--- src/rtl/fei4_rx_pkg.sv ---
// Shared definitions for the front-end receive path: K28.1 comma codes and
// the word-alignment state type.
package fei4_rx_pkg;

   localparam logic [9:0] COMMA_RDN = 10'b0011111001;
   localparam logic [9:0] COMMA_RDP = 10'b1100000110;

   typedef enum logic [1:0] {
      ST_HUNT   = 2'd0,
      ST_VERIFY = 2'd1,
      ST_LOCKED = 2'd2
   } align_state_e;

endpackage

--- src/rtl/rx_comma_match.sv ---
// Combinational K28.1 detector (either running disparity) on a 10b window.
module rx_comma_match
   import fei4_rx_pkg::*;
(
   input  logic [9:0] sym_i,
   output logic       match_o
);

   assign match_o = (sym_i == COMMA_RDN) || (sym_i == COMMA_RDP);

endmodule

--- src/rtl/rx_word_align.sv ---
// Serial-to-10b word aligner: hunts for K28.1, verifies a run of aligned
// commas, then emits one aligned symbol per boundary while tracking lock.
module rx_word_align
   import fei4_rx_pkg::*;
#(
   parameter int LOCK_COMMAS = 4,
   parameter int LOSS_COMMAS = 2
) (
   input  logic       clk,
   input  logic       rst,
   input  logic       din,
   input  logic       din_valid,
   input  logic       enable,
   output logic [9:0] word,
   output logic       word_valid,
   output logic       is_comma,
   output logic       locked,
   output logic [7:0] lock_loss_cnt
);

   localparam logic [3:0] LOCK_N = 4'(LOCK_COMMAS);
   localparam logic [3:0] LOSS_N = 4'(LOSS_COMMAS);

   logic [9:0]   sr_q, sr_d;
   logic [3:0]   cnt_q, cnt_d;
   logic         new_a_q, new_a_d, bnd_a_q, bnd_a_d;
   logic         new_b_q, new_b_d, bnd_b_q, bnd_b_d;
   logic         match_q, match_d;
   logic [9:0]   sym_q;
   logic         comma_hit;
   logic         realign;

   align_state_e state_q, state_d;
   logic [3:0]   good_q, good_d, miss_q, miss_d;
   logic [9:0]   word_q, word_d;
   logic         word_valid_q, word_valid_d;
   logic         is_comma_q, is_comma_d;
   logic         locked_q, locked_d;
   logic [7:0]   loss_q, loss_d;

   rx_comma_match u_comma_match (
      .sym_i   (sr_q),
      .match_o (comma_hit)
   );

   // Stage A tracks the bit just shifted in, stage B carries its registered
   // compare result to the FSM. A realign decided for the stage-B bit
   // recounts the up to two bits that arrived after it.
   always_comb begin
      sr_d    = din_valid ? {sr_q[8:0], din} : sr_q;
      cnt_d   = cnt_q;
      bnd_a_d = 1'b0;
      if (din_valid) begin
         bnd_a_d = (cnt_q == 4'd9);
         cnt_d   = (cnt_q == 4'd9) ? 4'd0 : cnt_q + 4'd1;
      end
      new_a_d = din_valid & enable;
      new_b_d = new_a_q;
      bnd_b_d = bnd_a_q;
      match_d = comma_hit & new_a_q;
      if (!enable) begin
         cnt_d   = 4'd0;
         bnd_a_d = 1'b0;
         bnd_b_d = 1'b0;
         new_b_d = 1'b0;
         match_d = 1'b0;
      end else if (realign) begin
         cnt_d   = {3'b000, new_a_q} + {3'b000, din_valid};
         bnd_a_d = 1'b0;
         bnd_b_d = 1'b0;
      end
   end

   always_comb begin
      state_d      = state_q;
      good_d       = good_q;
      miss_d       = miss_q;
      word_d       = word_q;
      word_valid_d = 1'b0;
      is_comma_d   = is_comma_q;
      loss_d       = loss_q;
      realign      = 1'b0;

      if (!enable) begin
         state_d = ST_HUNT;
         good_d  = 4'd0;
         miss_d  = 4'd0;
      end else if (new_b_q) begin
         case (state_q)
            ST_HUNT: begin
               if (match_q) begin
                  state_d = ST_VERIFY;
                  realign = 1'b1;
                  good_d  = 4'd1;
               end
            end
            ST_VERIFY: begin
               if (bnd_b_q) begin
                  if (match_q) begin
                     good_d = good_q + 4'd1;
                     if (good_q + 4'd1 >= LOCK_N) begin
                        state_d = ST_LOCKED;
                        good_d  = 4'd0;
                        miss_d  = 4'd0;
                     end
                  end else begin
                     state_d = ST_HUNT;
                     good_d  = 4'd0;
                  end
               end else if (match_q) begin
                  realign = 1'b1;
                  good_d  = 4'd1;
               end
            end
            ST_LOCKED: begin
               if (bnd_b_q) begin
                  word_valid_d = 1'b1;
                  word_d       = sym_q;
                  is_comma_d   = match_q;
                  if (match_q) miss_d = 4'd0;
               end else if (match_q) begin
                  miss_d = miss_q + 4'd1;
                  // Loss keeps the current count; the next comma in HUNT realigns.
                  if (miss_q + 4'd1 >= LOSS_N) begin
                     state_d = ST_HUNT;
                     miss_d  = 4'd0;
                     good_d  = 4'd0;
                     if (loss_q != 8'hFF) loss_d = loss_q + 8'd1;
                  end
               end
            end
            default: begin
               state_d = ST_HUNT;
               good_d  = 4'd0;
               miss_d  = 4'd0;
            end
         endcase
      end

      locked_d = (state_d == ST_LOCKED);
   end

   always_ff @(posedge clk or posedge rst) begin
      if (rst) begin
         sr_q         <= 10'd0;
         cnt_q        <= 4'd0;
         new_a_q      <= 1'b0;
         bnd_a_q      <= 1'b0;
         new_b_q      <= 1'b0;
         bnd_b_q      <= 1'b0;
         match_q      <= 1'b0;
         sym_q        <= 10'd0;
         state_q      <= ST_HUNT;
         good_q       <= 4'd0;
         miss_q       <= 4'd0;
         word_q       <= 10'd0;
         word_valid_q <= 1'b0;
         is_comma_q   <= 1'b0;
         locked_q     <= 1'b0;
         loss_q       <= 8'd0;
      end else begin
         sr_q         <= sr_d;
         cnt_q        <= cnt_d;
         new_a_q      <= new_a_d;
         bnd_a_q      <= bnd_a_d;
         new_b_q      <= new_b_d;
         bnd_b_q      <= bnd_b_d;
         match_q      <= match_d;
         sym_q        <= sr_q;
         state_q      <= state_d;
         good_q       <= good_d;
         miss_q       <= miss_d;
         word_q       <= word_d;
         word_valid_q <= word_valid_d;
         is_comma_q   <= is_comma_d;
         locked_q     <= locked_d;
         loss_q       <= loss_d;
      end
   end

   assign word          = word_q;
   assign word_valid    = word_valid_q;
   assign is_comma      = is_comma_q;
   assign locked        = locked_q;
   assign lock_loss_cnt = loss_q;

endmodule

--- config.mk ---
export PLATFORM = sky130hd
export DESIGN_NAME = rx_word_align
export DESIGN_NICKNAME = d
export VERILOG_FILES = /design/src/rtl/fei4_rx_pkg.sv /design/src/rtl/rx_comma_match.sv /design/src/rtl/rx_word_align.sv
export SDC_FILE = /design/constraint.sdc
export NUM_CORES = 1
export LEC_CHECK = 0
export CORE_UTILIZATION = 61
export CTS_CLUSTER_DIAMETER = 100
export DETAILED_ROUTE_END_ITERATION = 10
export GPL_TIMING_DRIVEN = 1
export PLACE_DENSITY = 0.84
export REMOVE_ABC_BUFFERS = 1
export SYNTH_ARGS = -nofsm -noshare
export SYNTH_HDL_FRONTEND = slang
export SYNTH_HIERARCHICAL = 1
export SYNTH_SLANG_ARGS = --single-unit
--- constraint.sdc ---
create_clock -name clk -period 5.8 [get_ports clk]
set_clock_uncertainty 0.1 [all_clocks]
set_input_delay 1.45 -clock clk [delete_from_list [all_inputs] [get_ports clk]]
set_output_delay 1.45 -clock clk [all_outputs]
set_load 0.02 [all_outputs]
Placement view:
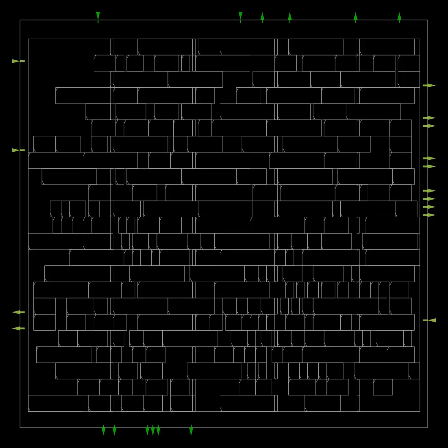
Well Taps: 50
CORE AREA: 0.00412 mm^2
Core Rows: 23
Final Util: 77.7%

Routed metal, one colour a layer:
Bar = 20 um. Only two layers are drawn.
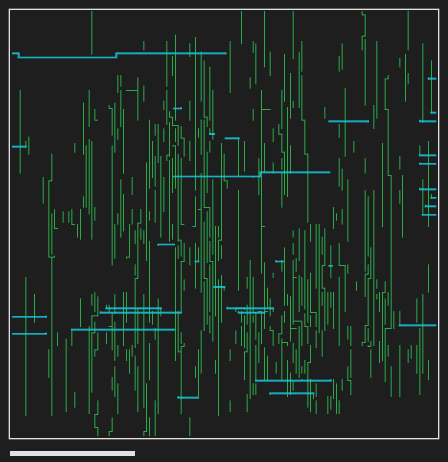
[green] metal 2 | wire length: 2090 um
[cyan] metal 3 | wire length: 183 um
WL final: 4650 um
WL/cell: 15.3 um
via count: 1719
Tot GR Track Use: 23.0%

Cell classes on the final placement:
Fill, decap, tap and diode cells in grey.
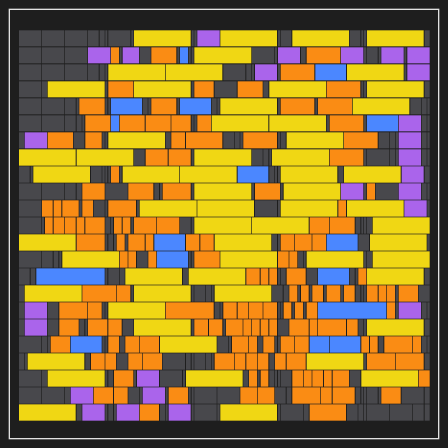
[yellow] flops | cells: 60
[purple] other buffers and delay cells | cells: 26
[orange] combinational and other logic | cells: 151
[blue] clock drivers and dummy loads | cells: 16
post-route cell area: 0.00320 mm^2
Seq/total area: 47.0%

Where the registers sit:
Other sequential cells in the stronger grey, the rest of the logic in the fainter grey.
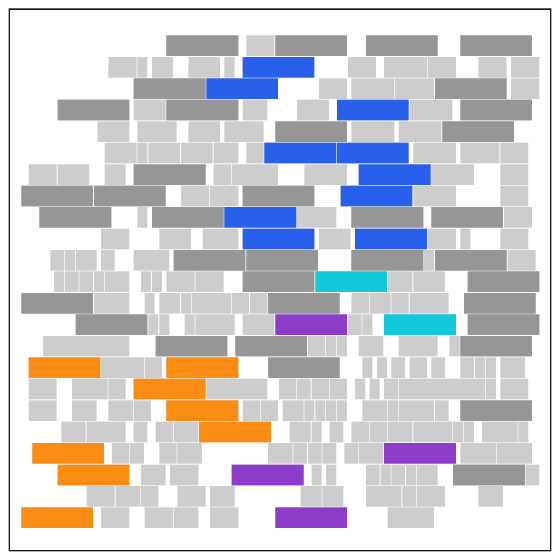
[orange] lock_loss_cnt | flops: 8 | where: lower left
[purple] good_q | flops: 4 | where: bottom centre
[cyan] state_q | flops: 2
[blue] sym_q | flops: 10
not coloured: 36
sequential cell power: 0.000500 W
Storage cell area: 0.00150 mm^2

Routed metal per tile:
Bar = 20 um. 14 x 14 tiles, from black (low) to pale yellow (high), scaled to the fullest tile. Values are wire area over tile area, all layers added.
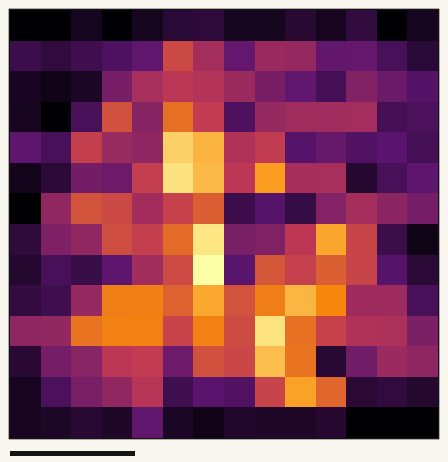
tiles over half the peak: 27%
emptiest ninth of the die: upper left
fullest tile: 0.45
densest ninth of the die: centre

==> impl_metrics.json <==
{
  "outcome": "completed",
  "worst_r2r_path_depth": 6,
  "wl_met2_um": 2090,
  "dpl_cell_area_mm2": 0.00297,
  "hold_viol_final": 0,
  "warnings": 27,
  "p_seq_share_pct": 50.9,
  "dp.cells": 287,
  "powerComb_w": 0.0000557,
  "chipArea_mm2": 0.00469,
  "vdd.ir_drop.worst_mv": 0.250,
  "p_clk_share_pct": 43.4,
  "synth.logic.top_family": "simple AND/OR/NAND/NOR gates",
  "rrSetupSlack_ns": 3.58,
  "power.internal_w": 0.000761,
  "synth_async_sr_flop_share_pct": 100,
  "io_buffers": 25,
  "top_usage_layer": "met2",
  "crit_type": "in -> reg",
  "buffers": 26,
  "lay_top_cells": "dfrtp_1, clkdlybuf4s50_1, nand2_1, nor2_1, mux2_2",
  "logic_gates": 145,
  "fillers": 250,
  "mux_area_share_pct": 11.0,
  "synth_area_mm2": 0.00269,
  "whs_ns": 0.339,
  "nets": 260,
  "adder_share_pct": 3.25,
  "cp_num_cells": 5,
  "met2_usage_pct": 33.0,
  "clock.latency.late_pin_ns": 0.33,
  "ff_type": "dfrtp_1",
  "clock_path_buffers": 2,
  "slowest_delay_ns": 0.81,
  "drt_iter0_markers": 189,
  "top_cell_area_share_pct": 55.7,
  "final_layout_size_suffix_gt1_share_pct": 19.8,
  "p_sw_share_pct": 22.6,
  "pre_cts_ws_ns": 2.41,
  "switchingPower_w": 0.000222,
  "crit_top_cell": "nand2_2",
  "fin_total_pwr_w": 0.000983,
  "path_delay_family": "buffers and inverters",
  "n_antenna_cell": 0,
  "wl_met1_um": 2240,
  "cts_resized": 0,
  "ys.flops": 60,
  "worstReg2RegStart": "miss_q[0]$_DFFE_PP0P_"
}
Power and IR drop assume default switching activity.
